### src/rtl/fp_mul_issue_ctrl_pkg.sv
// Shared types and default parameters for the floating-point multiplier
// issue controller and its operand FIFO.
package fp_mul_pkg;

  localparam int FP_W = 32;

  localparam int DEF_FIFO_DEPTH  = 4;
  localparam int DEF_HOLD_CYCLES = 2;
  localparam int DEF_MUL_LATENCY = 3;

  typedef enum logic [2:0] {
    ST_IDLE,
    ST_ISSUE,
    ST_HOLD,
    ST_WAIT,
    ST_DONE
  } fp_issue_state_t;

  // One buffered operand pair; a occupies the upper half of the 64-bit entry.
  typedef struct packed {
    logic [FP_W-1:0] a;
    logic [FP_W-1:0] b;
  } fp_pair_t;

  // Width of a down-counter that must hold values 0..max_val.
  function automatic int down_cnt_width(input int max_val);
    return (max_val < 2) ? 1 : $clog2(max_val + 1);
  endfunction

endpackage

### src/rtl/fp_mul_issue_ctrl_if.sv
// Handshake bundle of the issue controller: operand input stream, multiplier
// start/operand/result side and result output stream.
interface fp_mul_issue_ctrl_if;
  import fp_mul_pkg::*;

  logic            in_valid;
  logic            in_ready;
  logic [FP_W-1:0] in_a;
  logic [FP_W-1:0] in_b;

  logic            mul_start;
  logic [FP_W-1:0] mul_a;
  logic [FP_W-1:0] mul_b;
  logic [FP_W-1:0] mul_result;
  logic            mul_overflow;

  logic            out_valid;
  logic            out_ready;
  logic [FP_W-1:0] out_result;
  logic            out_overflow;

  // Controller side.
  modport slave (
    input  in_valid, in_a, in_b, mul_result, mul_overflow, out_ready,
    output in_ready, mul_start, mul_a, mul_b, out_valid, out_result, out_overflow
  );

  // Environment side: producer, multiplier and consumer.
  modport master (
    output in_valid, in_a, in_b, mul_result, mul_overflow, out_ready,
    input  in_ready, mul_start, mul_a, mul_b, out_valid, out_result, out_overflow
  );

endinterface

### src/rtl/fp_mul_issue_ctrl_fifo.sv
// Synchronous operand FIFO holding {a,b} pairs. The head entry is visible on
// rd_data without a read latency so the controller can load it on the pop edge.
module fp_operand_fifo
  import fp_mul_pkg::*;
#(
  parameter int DEPTH = DEF_FIFO_DEPTH
) (
  input  logic                   clk,
  input  logic                   reset,
  input  logic                   push,
  input  logic                   pop,
  input  fp_pair_t               wr_data,
  output fp_pair_t               rd_data,
  output logic                   full,
  output logic                   empty,
  output logic [$clog2(DEPTH):0] count
);

  localparam int AW = $clog2(DEPTH);
  localparam logic [AW:0] FULL_COUNT = (AW + 1)'(DEPTH);

  fp_pair_t        mem [DEPTH];
  logic [AW-1:0]   wr_ptr;
  logic [AW-1:0]   rd_ptr;
  logic            do_push;
  logic            do_pop;

  assign full    = (count == FULL_COUNT);
  assign empty   = (count == '0);
  // A push while full is dropped even if a pop frees a slot the same cycle.
  assign do_push = push && !full;
  assign do_pop  = pop && !empty;
  assign rd_data = mem[rd_ptr];

  // Pointer and occupancy tracking; pointers wrap naturally at DEPTH.
  always_ff @(posedge clk or posedge reset) begin
    if (reset) begin
      wr_ptr <= '0;
      rd_ptr <= '0;
      count  <= '0;
    end else begin
      if (do_push) wr_ptr <= wr_ptr + 1'b1;
      if (do_pop)  rd_ptr <= rd_ptr + 1'b1;
      case ({do_push, do_pop})
        2'b10:   count <= count + 1'b1;
        2'b01:   count <= count - 1'b1;
        default: count <= count;
      endcase
    end
  end

  // Entry storage; contents are only observed while the FIFO is non-empty.
  always_ff @(posedge clk) begin
    if (do_push) mem[wr_ptr] <= wr_data;
  end

endmodule

### src/rtl/fp_mul_issue_ctrl.sv
// Issue controller around a fixed-latency floating-point multiplier: pulls
// operand pairs from a FIFO, drives the start/operand hold pattern, captures
// the product after MUL_LATENCY cycles and offers it on a valid/ready stream.
//
//   state | meaning
//   ------+-----------------------------------------------------------
//   IDLE  | no operation outstanding, FIFO empty
//   ISSUE | mul_start pulse, operands driven (first hold cycle)
//   HOLD  | operands still driven, no start (HOLD_CYCLES-1 cycles)
//   WAIT  | operands zeroed, counting down to the capture edge
//   DONE  | product held on out_result until the consumer accepts it
module fp_mul_issue_ctrl
  import fp_mul_pkg::*;
#(
  parameter int FIFO_DEPTH  = DEF_FIFO_DEPTH,
  parameter int HOLD_CYCLES = DEF_HOLD_CYCLES,
  parameter int MUL_LATENCY = DEF_MUL_LATENCY
) (
  input  logic                clk,
  input  logic                reset,
  fp_mul_issue_ctrl_if.slave  bus,
  output logic                busy,
  output logic [7:0]          ovf_count
);

  localparam int AW = $clog2(FIFO_DEPTH);
  localparam int CW = down_cnt_width(MUL_LATENCY);

  // The counter is loaded with MUL_LATENCY on the ISSUE entry edge and hits
  // zero in the last cycle before capture, so ISSUE..WAIT spans
  // MUL_LATENCY+1 cycles.
  localparam logic [CW-1:0] CNT_LOAD = CW'(MUL_LATENCY);
  // Counter value seen in the final HOLD cycle.
  localparam logic [CW-1:0] HOLD_END = CW'(MUL_LATENCY - HOLD_CYCLES + 1);

  fp_issue_state_t state;
  logic [CW-1:0]   cnt;

  logic            fifo_push;
  logic            fifo_pop;
  logic            fifo_full;
  logic            fifo_empty;
  logic [AW:0]     fifo_count;
  fp_pair_t        fifo_wr;
  fp_pair_t        fifo_head;

  logic            mul_start_q;
  logic [FP_W-1:0] mul_a_q;
  logic [FP_W-1:0] mul_b_q;
  logic            out_valid_q;
  logic [FP_W-1:0] out_result_q;
  logic            out_overflow_q;

  assign fifo_wr   = '{a: bus.in_a, b: bus.in_b};
  assign fifo_push = bus.in_valid && !fifo_full;
  // Popping is exactly the condition for entering ISSUE.
  assign fifo_pop  = !fifo_empty &&
                     ((state == ST_IDLE) || ((state == ST_DONE) && bus.out_ready));

  fp_operand_fifo #(
    .DEPTH (FIFO_DEPTH)
  ) u_fifo (
    .clk     (clk),
    .reset   (reset),
    .push    (fifo_push),
    .pop     (fifo_pop),
    .wr_data (fifo_wr),
    .rd_data (fifo_head),
    .full    (fifo_full),
    .empty   (fifo_empty),
    .count   (fifo_count)
  );

  assign bus.in_ready     = !fifo_full;
  assign bus.mul_start    = mul_start_q;
  assign bus.mul_a        = mul_a_q;
  assign bus.mul_b        = mul_b_q;
  assign bus.out_valid    = out_valid_q;
  assign bus.out_result   = out_result_q;
  assign bus.out_overflow = out_overflow_q;
  assign busy             = (state != ST_IDLE) || (fifo_count != '0);

  // Sequencer: state, hold/latency counter, multiplier drive, capture and
  // overflow statistics, all registered.
  always_ff @(posedge clk or posedge reset) begin
    if (reset) begin
      state          <= ST_IDLE;
      cnt            <= '0;
      mul_start_q    <= 1'b0;
      mul_a_q        <= '0;
      mul_b_q        <= '0;
      out_valid_q    <= 1'b0;
      out_result_q   <= '0;
      out_overflow_q <= 1'b0;
      ovf_count      <= '0;
    end else begin
      case (state)
        ST_IDLE: begin
          state <= ST_IDLE;
        end

        ST_ISSUE: begin
          mul_start_q <= 1'b0;
          cnt         <= cnt - 1'b1;
          if (HOLD_CYCLES > 1) begin
            state <= ST_HOLD;
          end else begin
            state   <= ST_WAIT;
            mul_a_q <= '0;
            mul_b_q <= '0;
          end
        end

        ST_HOLD: begin
          cnt <= cnt - 1'b1;
          if (cnt == HOLD_END) begin
            state   <= ST_WAIT;
            mul_a_q <= '0;
            mul_b_q <= '0;
          end
        end

        ST_WAIT: begin
          if (cnt == '0) begin
            state          <= ST_DONE;
            out_valid_q    <= 1'b1;
            out_result_q   <= bus.mul_result;
            out_overflow_q <= bus.mul_overflow;
          end else begin
            cnt <= cnt - 1'b1;
          end
        end

        ST_DONE: begin
          if (bus.out_ready) begin
            state       <= ST_IDLE;
            out_valid_q <= 1'b0;
            if (out_overflow_q && (ovf_count != 8'hFF)) begin
              ovf_count <= ovf_count + 8'd1;
            end
          end
        end

        default: begin
          state <= ST_IDLE;
        end
      endcase

      // Starting a new operation overrides the IDLE/DONE next-state choice.
      if (fifo_pop) begin
        state       <= ST_ISSUE;
        cnt         <= CNT_LOAD;
        mul_start_q <= 1'b1;
        mul_a_q     <= fifo_head.a;
        mul_b_q     <= fifo_head.b;
      end
    end
  end

endmodule

### src/flat_wrapper.sv
// flat-port wrapper written by rule: the top's interface ports become plain ports
module fp_mul_issue_ctrl_flat import fp_mul_pkg::*;
#(
  parameter int FIFO_DEPTH  = DEF_FIFO_DEPTH,
  parameter int HOLD_CYCLES = DEF_HOLD_CYCLES,
  parameter int MUL_LATENCY = DEF_MUL_LATENCY
)
  (clk, reset, busy, ovf_count, bus_in_valid, bus_in_a, bus_in_b, bus_mul_result, bus_mul_overflow, bus_out_ready, bus_in_ready, bus_mul_start, bus_mul_a, bus_mul_b, bus_out_valid, bus_out_result, bus_out_overflow);
  fp_mul_issue_ctrl_if bus_i ();
  input  logic clk;
  input  logic reset;
  output logic busy;
  output logic [7:0] ovf_count;
  input wire logic [$bits(bus_i.in_valid)-1:0] bus_in_valid;
  input wire logic [$bits(bus_i.in_a)-1:0] bus_in_a;
  input wire logic [$bits(bus_i.in_b)-1:0] bus_in_b;
  input wire logic [$bits(bus_i.mul_result)-1:0] bus_mul_result;
  input wire logic [$bits(bus_i.mul_overflow)-1:0] bus_mul_overflow;
  input wire logic [$bits(bus_i.out_ready)-1:0] bus_out_ready;
  output wire logic [$bits(bus_i.in_ready)-1:0] bus_in_ready;
  output wire logic [$bits(bus_i.mul_start)-1:0] bus_mul_start;
  output wire logic [$bits(bus_i.mul_a)-1:0] bus_mul_a;
  output wire logic [$bits(bus_i.mul_b)-1:0] bus_mul_b;
  output wire logic [$bits(bus_i.out_valid)-1:0] bus_out_valid;
  output wire logic [$bits(bus_i.out_result)-1:0] bus_out_result;
  output wire logic [$bits(bus_i.out_overflow)-1:0] bus_out_overflow;
  assign bus_i.in_valid = bus_in_valid;
  assign bus_i.in_a = bus_in_a;
  assign bus_i.in_b = bus_in_b;
  assign bus_i.mul_result = bus_mul_result;
  assign bus_i.mul_overflow = bus_mul_overflow;
  assign bus_i.out_ready = bus_out_ready;
  assign bus_in_ready = bus_i.in_ready;
  assign bus_mul_start = bus_i.mul_start;
  assign bus_mul_a = bus_i.mul_a;
  assign bus_mul_b = bus_i.mul_b;
  assign bus_out_valid = bus_i.out_valid;
  assign bus_out_result = bus_i.out_result;
  assign bus_out_overflow = bus_i.out_overflow;
  fp_mul_issue_ctrl #(.FIFO_DEPTH(FIFO_DEPTH), .HOLD_CYCLES(HOLD_CYCLES), .MUL_LATENCY(MUL_LATENCY)) u_core (.clk(clk), .reset(reset), .bus(bus_i), .busy(busy), .ovf_count(ovf_count));
endmodule
### config.mk
export PLATFORM = sky130hd
export DESIGN_NAME = fp_mul_issue_ctrl_flat
export DESIGN_NICKNAME = d
export VERILOG_FILES = /design/src/rtl/fp_mul_issue_ctrl_pkg.sv /design/src/rtl/fp_mul_issue_ctrl_if.sv /design/src/rtl/fp_mul_issue_ctrl_fifo.sv /design/src/rtl/fp_mul_issue_ctrl.sv /design/src/flat_wrapper.sv
export SDC_FILE = /design/constraint.sdc
export NUM_CORES = 1
export LEC_CHECK = 0
export CAP_MARGIN = 20
export CORE_MARGIN = 1.5
export CORE_UTILIZATION = 58
export CTS_CLUSTER_DIAMETER = 200
export CTS_CLUSTER_SIZE = 28
export DETAILED_ROUTE_END_ITERATION = 10
export MAX_ROUTING_LAYER = met4
export PLACE_DENSITY = 0.95
export SLEW_MARGIN = 20
export SYNTH_ARGS = -nofsm -noshare
export SYNTH_HDL_FRONTEND = slang
export SYNTH_SLANG_ARGS = --single-unit
export TNS_END_PERCENT = 30
### constraint.sdc
create_clock -name clk -period 9.2 [get_ports clk]
set_clock_uncertainty 0.15 [all_clocks]
set_input_delay 2.76 -clock clk [delete_from_list [all_inputs] [get_ports clk]]
set_output_delay 2.76 -clock clk [all_outputs]
set_load 0.03 [all_outputs]
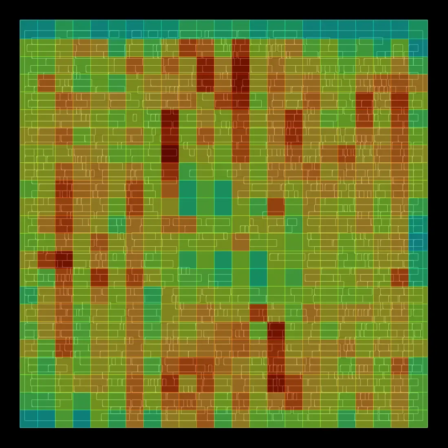
congestion_map.png
average wire per standard cell: 21.5 µm
most congested layer reported by global routing: met2
routing usage on met3: 4.14%

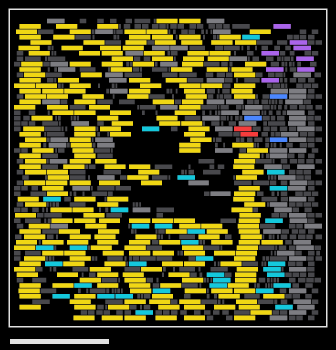
ff_map.png
Bar = 50 µm. Other sequential cells in the stronger grey, the rest of the logic in the fainter grey.
purple -> u_core.ovf_count  # placed flops 8, where top right
red -> u_core.cnt  # placed flops 2
yellow -> u_core.u_fifo.mem  # placed flops 256, where widely spread
cyan -> u_core.bus.mul_a  # placed flops 32
blue -> u_core.state  # placed flops 3
not coloured = 74
share of the final layout cell area in sequential cells: 63.0%
area taken by flip-flops and latches: 0.0107 mm²
share of the core filled with cells in the final layout: 71.6%

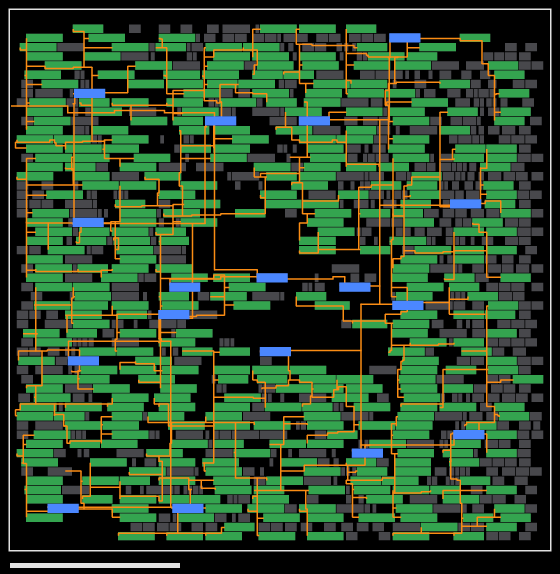
clock_wires.png
Bar = 50 µm.
blue -> clock-net drivers  # count 17
orange -> clock wires  # length 3,520 µm
green -> flip-flops  # count 375
routed clock nets = 18
Late-Pin Clk Latency: 0.52 ns
P_clk: 856 µW
part of the power in the clock network: 16.1%

==> impl_metrics.toml <==
# flow metrics
[outcome]
status = "completed"

[die]
floorplan.core_util_pct = 59.7
chip_area_mm2 = 0.0253
top_level_ports = 210
placementRows = 56
well_tap_count = 319

[global_route]
antenna_found_initial = 1
first_global_vias = 7946
global_route_wire_length_before_repair_um = 44600
grt_util_met2_pct = 40.8
use_met1_pct = 29.4

[final_layout]
drive_above_1_share_pct = 13.9
areaGrowthSynthToFinish_pct = 19.8
top_register = "u_core.u_fifo.mem"
dominant_cells = "flip-flops and latches"
layout.non_clock_buffers = 213
n_all_inverters = 6
largest_register_ff_count = 256
nClkBuffers = 27
layout_top_cell = "sky130_fd_sc_hd__edfxtp_1"

[setup_path]
critPathMaxFanout = 4
worstSetupStartpoint = "u_core.u_fifo.count[0]$_DFFE_PP0P_"
crit_required_ns = 6.29
cpLargestDelayFamily = "simple AND/OR/NAND/NOR gates"
timing.critical_path.to = "busy"
worstReg2RegStart = "u_core.u_fifo.rd_ptr[0]$_DFFE_PP0N_"

[drt]
detail_route.wirelength_um = 28200
drtIter0Drc = 554
remaining_number_of_nets_flagged_by_the_antenna_check_after_routing = 0
drc_errors = 0
met1Wirelength_um = 11300
wl_met2_um = 14800

[yosys]
synth_xor_xnor_area_share_pct = 0.743
synth_area_leader_cell = "sky130_fd_sc_hd__edfxtp_1"
simple_gate_fraction_of_synth_area_pct = 5.22
synthesized_area_fraction_occupied_by_ao_oa_aoi_and_oai_cells_pct = 2.66
main_combinational_cell_family_by_area_after_synthesis = "multiplexers"
synth_adder_area_share_pct = 0.849
synth.top_cells.by_count = "sky130_fd_sc_hd__edfxtp_1, sky130_fd_sc_hd__nand2_1, sky130_fd_sc_hd__dfrtp_1, sky130_fd_sc_hd__mux4_2, sky130_fd_sc_hd__o21ai_1"
post_synth_instance_area_mm2 = 0.0141
synth-edff-count = 256
synth_top_area_share_pct = 54.3

[sta]
finalHoldWorstSlack_ns = 0.335
max_clock_freq_mhz = 186
worst_pin_slew_ns = 1.08
rsz0062_at_grt = "no"
hold_fails_final_rpt = 0

[pwr]
power.largest_group = "sequential cells"
p_per_area_mw_per_mm2 = 315
power_mw = 5.34
power.leakage_nw = 6.02
net-switching-power_mw = 1.83

[placed_design]
placement_stage_cell_area_mm2 = 0.0165

[clock_tree]
cts-buffers-inserted = 17
cts.hold.buffers_added = 0
clock_sink_count = 375

[job]
warning_count = 32
maxCapViolCount = 0

[worst_hold_path]
worst_hold_startpoint = "u_core.bus.mul_start$_DFFE_PP0P_"
hold_path_end = "u_core.bus.mul_start$_DFFE_PP0P_"
Power and IR drop assume default switching activity.
